===== src/rtl/charactor_ctrl.sv =====
// charactor_ctrl: moves a character over a 20x15 tile map on key input and
// reports tile events (terminal reached, fall, new star) as one-cycle pulses.
//
//   state | meaning
//   ------+-----------------------------------------------------------
//   IDLE  | parked at the start position, step counter cleared
//   RUN   | counting towards the next step, keys move the character
//   CHECK | one cycle: classify the tile under the new centre
//   HALT  | frozen until the game state returns to INIT
module charactor_ctrl #(
  parameter int         STEP_DIV = 500000,
  parameter logic [8:0] START_H  = 9'd8,
  parameter logic [8:0] START_V  = 9'd8
) (
  input  logic         clk,
  input  logic         rst,
  input  logic [2:0]   state,
  input  logic [0:899] map,
  input  logic         key_left,
  input  logic         key_right,
  input  logic         key_up,
  input  logic         key_down,
  output logic [8:0]   charactor_h,
  output logic [8:0]   charactor_v,
  output logic         charactor_dir,
  output logic         reach_terminal,
  output logic         fall,
  output logic         star_hit
);

  typedef enum logic [1:0] {S_IDLE, S_RUN, S_CHECK, S_HALT} fsm_t;

  localparam logic [2:0]  GS_INIT   = 3'd0;
  localparam logic [2:0]  GS_GAME   = 3'd2;
  localparam logic [2:0]  T_NONE    = 3'd0;
  localparam logic [2:0]  T_TERM    = 3'd2;
  localparam logic [2:0]  T_STAR    = 3'd3;
  localparam logic [8:0]  H_MIN     = 9'd7;
  localparam logic [8:0]  H_MAX     = 9'd312;
  localparam logic [8:0]  V_MIN     = 9'd7;
  localparam logic [8:0]  V_MAX     = 9'd232;
  localparam logic [31:0] STEP_LAST = 32'(STEP_DIV - 1);
  localparam logic [9:0]  NO_STAR   = 10'h3FF;

  fsm_t        r_fsm;
  logic [8:0]  r_h;
  logic [8:0]  r_v;
  logic        r_dir;
  logic [31:0] r_cnt;
  logic [9:0]  r_last_star;
  logic        r_reach;
  logic        r_fall;
  logic        r_star;

  fsm_t        w_fsm_nxt;
  logic [8:0]  w_h_nxt;
  logic [8:0]  w_v_nxt;
  logic        w_dir_nxt;
  logic [31:0] w_cnt_nxt;
  logic [9:0]  w_last_star_nxt;
  logic        w_reach_nxt;
  logic        w_fall_nxt;
  logic        w_star_nxt;

  logic [4:0]  w_tile_x;
  logic [4:0]  w_tile_y;
  logic [9:0]  w_tile_idx;
  logic [9:0]  w_tile_bit;
  logic [2:0]  w_tile;

  // Tile under the current (registered) centre; only consumed in CHECK.
  assign w_tile_x   = r_h[8:4];
  assign w_tile_y   = r_v[8:4];
  assign w_tile_idx = {5'd0, w_tile_x} + ({5'd0, w_tile_y} * 10'd20);
  assign w_tile_bit = w_tile_idx * 10'd3;
  assign w_tile     = map[w_tile_bit +: 3];

  // State register.
  always_ff @(posedge clk or posedge rst) begin
    if (rst) r_fsm <= S_IDLE;
    else     r_fsm <= w_fsm_nxt;
  end

  // Next-state, movement and pulse decisions; INIT overrides everything.
  always_comb begin
    w_fsm_nxt       = r_fsm;
    w_h_nxt         = r_h;
    w_v_nxt         = r_v;
    w_dir_nxt       = r_dir;
    w_cnt_nxt       = r_cnt;
    w_last_star_nxt = r_last_star;
    w_reach_nxt     = 1'b0;
    w_fall_nxt      = 1'b0;
    w_star_nxt      = 1'b0;
    if (state == GS_INIT) begin
      w_fsm_nxt       = S_IDLE;
      w_h_nxt         = START_H;
      w_v_nxt         = START_V;
      w_cnt_nxt       = 32'd0;
      w_last_star_nxt = NO_STAR;
    end else begin
      case (r_fsm)
        S_IDLE: begin
          w_h_nxt   = START_H;
          w_v_nxt   = START_V;
          w_cnt_nxt = 32'd0;
          if (state == GS_GAME) w_fsm_nxt = S_RUN;
        end
        S_RUN: begin
          // Leaving GAME wins over a step landing in the same cycle.
          if (state != GS_GAME) begin
            w_fsm_nxt = S_HALT;
          end else if (r_cnt == STEP_LAST) begin
            w_cnt_nxt = 32'd0;
            if (key_left) begin
              w_dir_nxt = 1'b0;
              if (r_h > H_MIN) begin
                w_h_nxt   = r_h - 9'd1;
                w_fsm_nxt = S_CHECK;
              end
            end else if (key_right) begin
              w_dir_nxt = 1'b1;
              if (r_h < H_MAX) begin
                w_h_nxt   = r_h + 9'd1;
                w_fsm_nxt = S_CHECK;
              end
            end else if (key_up) begin
              if (r_v > V_MIN) begin
                w_v_nxt   = r_v - 9'd1;
                w_fsm_nxt = S_CHECK;
              end
            end else if (key_down) begin
              if (r_v < V_MAX) begin
                w_v_nxt   = r_v + 9'd1;
                w_fsm_nxt = S_CHECK;
              end
            end
          end else begin
            w_cnt_nxt = r_cnt + 32'd1;
          end
        end
        S_CHECK: begin
          if (state != GS_GAME) begin
            w_fsm_nxt = S_HALT;
          end else begin
            case (w_tile)
              T_TERM: begin
                w_reach_nxt = 1'b1;
                w_fsm_nxt   = S_HALT;
              end
              T_NONE: begin
                w_fall_nxt = 1'b1;
                w_fsm_nxt  = S_HALT;
              end
              T_STAR: begin
                w_star_nxt      = (w_tile_idx != r_last_star);
                w_last_star_nxt = w_tile_idx;
                w_fsm_nxt       = S_RUN;
              end
              default: w_fsm_nxt = S_RUN;
            endcase
          end
        end
        S_HALT: w_fsm_nxt = S_HALT;
        default: w_fsm_nxt = S_IDLE;
      endcase
    end
  end

  // Position, direction, step counter, star memory and registered pulses.
  always_ff @(posedge clk or posedge rst) begin
    if (rst) begin
      r_h         <= START_H;
      r_v         <= START_V;
      r_dir       <= 1'b1;
      r_cnt       <= 32'd0;
      r_last_star <= NO_STAR;
      r_reach     <= 1'b0;
      r_fall      <= 1'b0;
      r_star      <= 1'b0;
    end else begin
      r_h         <= w_h_nxt;
      r_v         <= w_v_nxt;
      r_dir       <= w_dir_nxt;
      r_cnt       <= w_cnt_nxt;
      r_last_star <= w_last_star_nxt;
      r_reach     <= w_reach_nxt;
      r_fall      <= w_fall_nxt;
      r_star      <= w_star_nxt;
    end
  end

  assign charactor_h    = r_h;
  assign charactor_v    = r_v;
  assign charactor_dir  = r_dir;
  assign reach_terminal = r_reach;
  assign fall           = r_fall;
  assign star_hit       = r_star;

endmodule

===== config.mk =====
export PLATFORM = sky130hd
export DESIGN_NAME = charactor_ctrl
export DESIGN_NICKNAME = d
export VERILOG_FILES = /design/src/rtl/charactor_ctrl.sv
export SDC_FILE = /design/constraint.sdc
export NUM_CORES = 1
export LEC_CHECK = 0
export CAP_MARGIN = 20
export CORE_AREA = 2 2 358 360
export DETAILED_ROUTE_END_ITERATION = 16
export DIE_AREA = 0 0 360 362
export DONT_BUFFER_PORTS = 1
export HOLD_SLACK_MARGIN = 0.02
export PLACE_DENSITY = 0.33
export SYNTH_ARGS = -nofsm -noshare
export SYNTH_HDL_FRONTEND = slang
export SYNTH_SLANG_ARGS = --single-unit

===== constraint.sdc =====
create_clock -name clk -period 5.5 [get_ports clk]
set_clock_uncertainty 0.1 [all_clocks]
set_input_delay 1.1 -clock clk [delete_from_list [all_inputs] [get_ports clk]]
set_output_delay 1.1 -clock clk [all_outputs]
set_load 0.02 [all_outputs]

==> results.tsv, run 1 <==
stage	metric	value	unit
cells_and_area	final core occ	24.42	%
die	Boundary Pins	931	
clocking	CTS Root Cell	clkbuf_16	
placed_design	PortBufs	0	
cells_and_area	max reg flops	32	
global_routing	largest net degree at the start of global routing	128	
drt	M1 wire length	72730	um
run_status	outcome	finished, final reports clean	
setup_path	crit path DRT	5670	ps
setup_path	startpoint types	flip-flop	
logic_synthesis	Cell Type Count	105	
cells_and_area	most instantiated logic cell after routing	mux4_2	
global_routing	initial antenna violation count	30	
logic_synthesis	synthesis area per yosys	0.02819	mm2
timing	Slew Limit Fails	0	
setup_path	Setup crit end kind	flip-flop	
drt	WL final	185100	um
setup_path	slowest stage delay, CP	640	ps
placed_design	routability-driven placement congestion ratio	0.9682	
drt	initial DRC count	2858	
cells_and_area	non-filler cells in the finished layout	4125	
placed_design	Post-Place Cells	4077	
logic_synthesis	syn avg cell area	11.50	um2
die	Pre-Place Util	22.25	%
clocking	CTS Buf Count	9	
timing	Setup violations, final	0	
drt	DRT Pass-1 Iters	6	
timing	min Tclk post-route	5336	ps
clocking	clk sinks	66	
global_routing	vias in the first global route	26740	
drt	vias per inst	6.431	
clocking	CTS tree	built	
cells_and_area	dominant logic cell types in the final layout	mux4_2, nand2_1, mux2i_1	
logic_synthesis	Synth top area share	40.02	%
drt	drt drc	0	
setup_path	CP delay by family, top	AND-OR/OR-AND gates	
setup_path	Slowest-stage cell, CP	fa_1	
global_routing	first-pass GRT wire length	246300	um
cells_and_area	Biggest register	r_cnt	
setup_path	worst-path cell chain	ha_1 -> fa_1 -> ha_1 -> buf_4 -> xor2_4 -> buf_12 -> buf_12 -> nor2_4 -> buf_4 -> a22o_1 -> o21ai_0 -> o211ai_1 -> o31a_1 -> a31oi_1 -> a31o_2 -> nand4b_2 -> nor4_4 -> buf_4 -> mux2i_1	
min_path	min-delay src	r_last_star[6]$_DFFE_PP1P_	
die	FP Rows	131	
drt	WL met3	15160	um
drt	post-route ant nets	0	
min_path	HP Class	reg -> reg	
setup_path	reg2reg path depth	19	
logic_synthesis	ys flop type	dfrtp_1	
setup_path	worst path buffer plus inverter count	5	
logic_synthesis	Syn Std Cell Area	0.02819	mm2
drt	wire length on met2	92620	um
logic_synthesis	Yosys reg bits	66	
placed_design	Place WS	-239.9	ps
timing	final worst setup slack	163.6	ps
clocking	H-Tree Depth	3	
logic_synthesis	area leader, netlist	mux4_2	
logic_synthesis	Synth Seq Share	5.916	%
setup_path	Worst path depth	19	
run	Log Warnings	37	
die	Die H	362	um
timing	Tightest Pin Transition	988.9	ps
logic_synthesis	count leader, synth	mux4_2	
setup_path	Worst Path Max Fanout	38	
setup_path	critical path endpoint	r_last_star[1]$_DFFE_PP1P_	
min_path	hold depth	2	
timing	highest clock rate	0.1874	GHz
clocking	clk ins delay skew pair	340	ps
cells_and_area	share of layout cells above drive strength 1	35.34	%
timing	period utilization	97.03	%
die	chip area	0.1303	mm2
logic_synthesis	ys async rst share	100.0	%
timing	post-route setup TNS	0	ps
clocking	CTS clk-pin slew, worst paths	60	ps
logic_synthesis	number of cells in Yosys stat	2452	
global_routing	GR peak layer	met2	
logic_synthesis	Post-Syn Nets	3400	
logic_synthesis	Post-synth EDFFs	0	
drt	Max Used Layer	met5	
setup_path	CP most frequent cell	buf_4	
run 1: cell families after synthesis:
group           synth area share, %
simple gates                  10.33
xor+xnor                      2.410
compound gates                12.77
flops                         5.916
buf+inv                       8.659
mux                           58.08
fa+ha+maj                     1.837
run 1: repair_timing:
action,in CTS,in global routing
gates cloned,0,1
buffers inserted,0,3
endpoints found under the setup margin,12,11
resized,5,27
pin swaps,1,3
hold endpoints to repair,0,0
run 1: cell type report:
type                            instances  area, um2
Antenna cell                           27      67.56
Fill cell                           13400      95760
Clock inverter                          5      77.57
Clock buffer                           11      242.7
Inverter                               27      106.4
Multi-Input combinational cell       2087      24420
Timing Repair Buffer                  240       2273
Tap cell                             1662       2079
Sequential cell                        66       1672
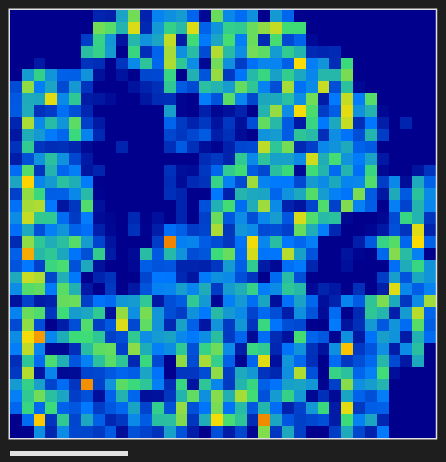
Fig. 1. Cell density map (run 1).
Scale bar: 100 um. The die is cut into 36 by 36 equal tiles; dark blue is low, red is high, 0 to 100% covered.
nearly empty tiles: 23%
tiles over 75% full: 0.60%
mean over tiles: 22%
emptiest ninth of the die: upper right
fullest tile: 85%

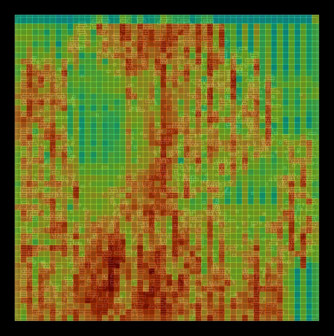
Fig. 2. Routing congestion (run 1).
grt met2 use: 47.76%
wire per inst: 44.88 um
met1 Use GR: 33.31%
Tot GR Track Use: 27.22%

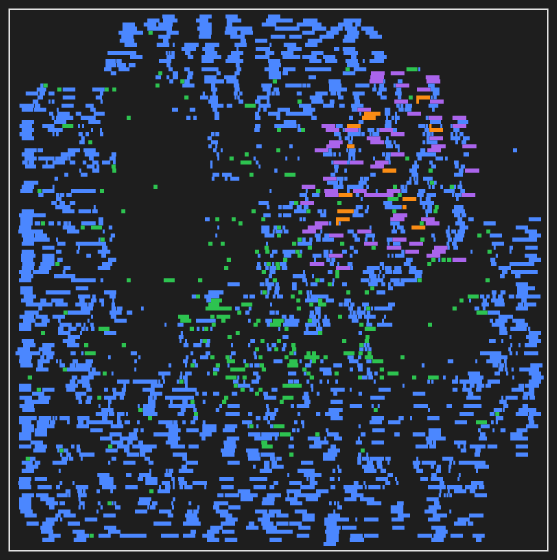
Fig. 3. Cells coloured by class (run 1).
[purple] registers | cells: 66
[green] remaining buffers and delay cells | cells: 240
[blue] remaining logic cells | cells: 2114
[orange] clock drivers and dummy loads | cells: 16

Fig. 4: run 1, cell sizes after repair
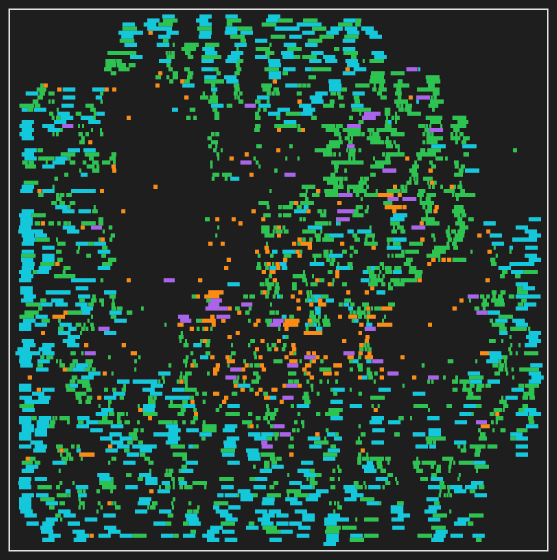

==> run 2, diff against run 1 <==
- CTS_BUF_LIST: not set -> sky130_fd_sc_hd__clkbuf_4
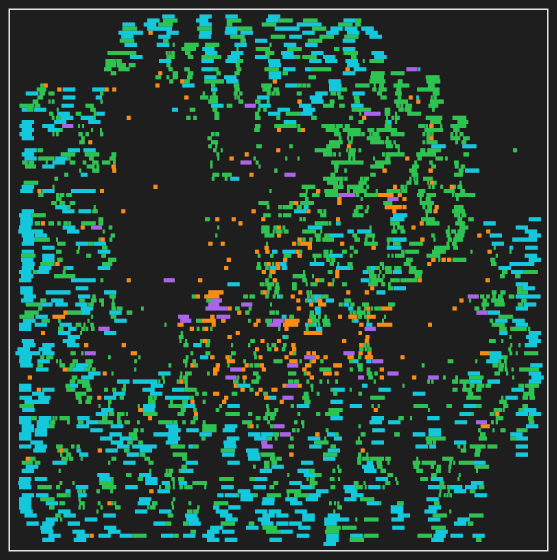
Fig. 5. Cell sizes after repair (run 2).
[orange] x3 and x4 | cells: 241 | share: 9.9%
[cyan] x2 | cells: 581 | share: 24%
[green] x1 and smaller | cells: 1573 | share: 65%
[purple] x6 and larger | cells: 41 | share: 1.7%

==> results.tsv, run 2 <==
stage	metric	value	unit	change
logic_synthesis	MUX share of area	58.08	%	unchanged
min_path	min-delay src	r_last_star[6]$_DFFE_PP1P_		unchanged
logic_synthesis	area leader, netlist	mux4_2		unchanged
global_routing	GR peak layer	met2		unchanged
logic_synthesis	synthesis area per yosys	0.02819	mm2	unchanged
logic_synthesis	Post-Synth Adder-Cell Area	1.837	%	unchanged
clocking	CTS clk-pin slew, worst paths	140	ps	was 60 ps
global_routing	Tot GR Track Use	27.22	%	about the same
logic_synthesis	count leader, synth	mux4_2		unchanged
clocking	CTS tree	built		unchanged
cells_and_area	Biggest register	r_cnt		unchanged
logic_synthesis	Post-synth EDFFs	0		unchanged
clocking	clk ins delay skew pair	470	ps	was 340 ps
clocking	CTS Root Cell	clkbuf_4		was clkbuf_16
logic_synthesis	yosys xor share	2.410	%	unchanged
global_routing	grt met2 use	47.68	%	was 47.76%
drt	wire per inst	44.86	um	was 44.88 um
placed_design	routability-driven placement congestion ratio	0.9682		unchanged
timing	highest clock rate	0.1869	GHz	was 0.1874 GHz
global_routing	largest net degree at the start of global routing	128		unchanged
cells_and_area	dominant logic cell types in the final layout	mux4_2, nand2_1, mux2i_1		unchanged
drt	DRT Pass-1 Iters	6		unchanged
run_status	outcome	finished, final reports clean		unchanged
global_routing	met1 Use GR	33.22	%	was 33.31%
logic_synthesis	Yosys reg bits	66		unchanged
setup_path	CP most frequent cell	buf_4		unchanged
global_routing	first-pass GRT wire length	246200	um	was 246300 um
setup_path	critical path endpoint	r_last_star[0]$_DFFE_PP1P_		was r_last_star[1]$_DFFE_PP1P_
setup_path	slowest stage delay, CP	480	ps	was 640 ps
setup_path	Slowest-stage cell, CP	a21oi_4		was fa_1
drt	M1 wire length	71480	um	was 72730 um
logic_synthesis	dominant kind of combinational cell	multiplexers		unchanged
setup_path	startpoint types	flip-flop		unchanged
cells_and_area	share of layout cells above drive strength 1	35.43	%	was 35.34%
cells_and_area	max reg flops	32		unchanged
setup_path	Worst path depth	20		was 19
drt	WL met3	16310	um	was 15160 um
setup_path	worst-path cell chain	ha_1 -> ha_1 -> xor2_1 -> ha_1 -> o21ai_1 -> or2_1 -> buf_12 -> a21oi_4 -> buf_4 -> a32oi_1 -> and3_1 -> nor3_1 -> buf_4 -> nor4_1 -> buf_4 -> a22oi_2 -> nand4b_2 -> nor4_4 -> buf_4 -> mux2i_1		was ha_1 -> fa_1 -> ha_1 -> buf_4 -> xor2_4 -> buf_12 -> buf_12 -> nor2_4 -> buf_4 -> a22o_1 -> o21ai_0 -> o211ai_1 -> o31a_1 -> a31oi_1 -> a31o_2 -> nand4b_2 -> nor4_4 -> buf_4 -> mux2i_1
logic_synthesis	Synth top area share	40.02	%	unchanged
placed_design	PortBufs	0		unchanged
die	Die H	362	um	unchanged
setup_path	crit path DRT	5790	ps	was 5670 ps
min_path	hold depth	2		unchanged
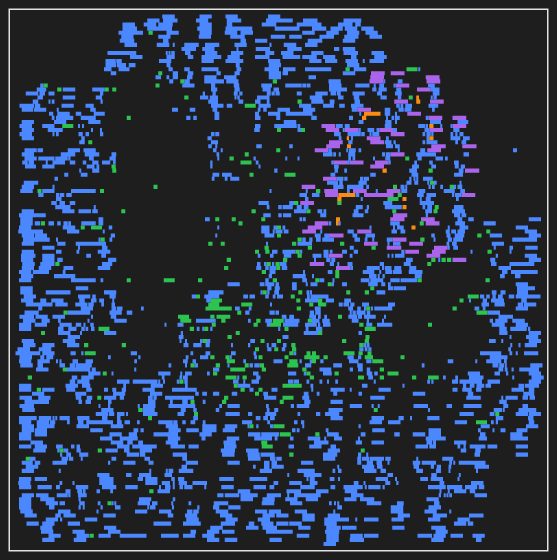
Fig. 6. Cells coloured by class (run 2).
[blue] remaining logic cells | cells: 2114
[orange] clock drivers and dummy loads | cells: 16
[purple] registers | cells: 66
[green] remaining buffers and delay cells | cells: 240

==> run 2: cell counts after synthesis <==
No cell type changed its count.
==> run 2: area by class of cell <==
class	instances	area, um2
clock inverters	6	81.33
diodes	25	62.56
multi-input cells	2087	24420
repair buffers	240	2277
well taps	1662	2079
fillers	13420	95930
flip-flops and latches	66	1672
inverters	27	106.4
clock buffers	10	75.07
==> run 2: metrics by stage <==
stage | instances | setup slack (ps)
finish | 4123 | 148.6
detailed placement | 4077 | -239.9
floorplan | 2452 | 477.2
global route | 4114 | -38.31
global placement | 4077 | -266.5
CTS | 4093 | 16.22
==> run 2: repair_timing <==
action | CTS | global route
endpoints found under the setup margin | 12 | 12
buffers inserted | 0 | 3
hold buffers | 0 | 0
cloned | 0 | 1
gates resized | 6 | 29
endpoints found under the hold margin | 0 | 0
pin swaps | 1 | 3
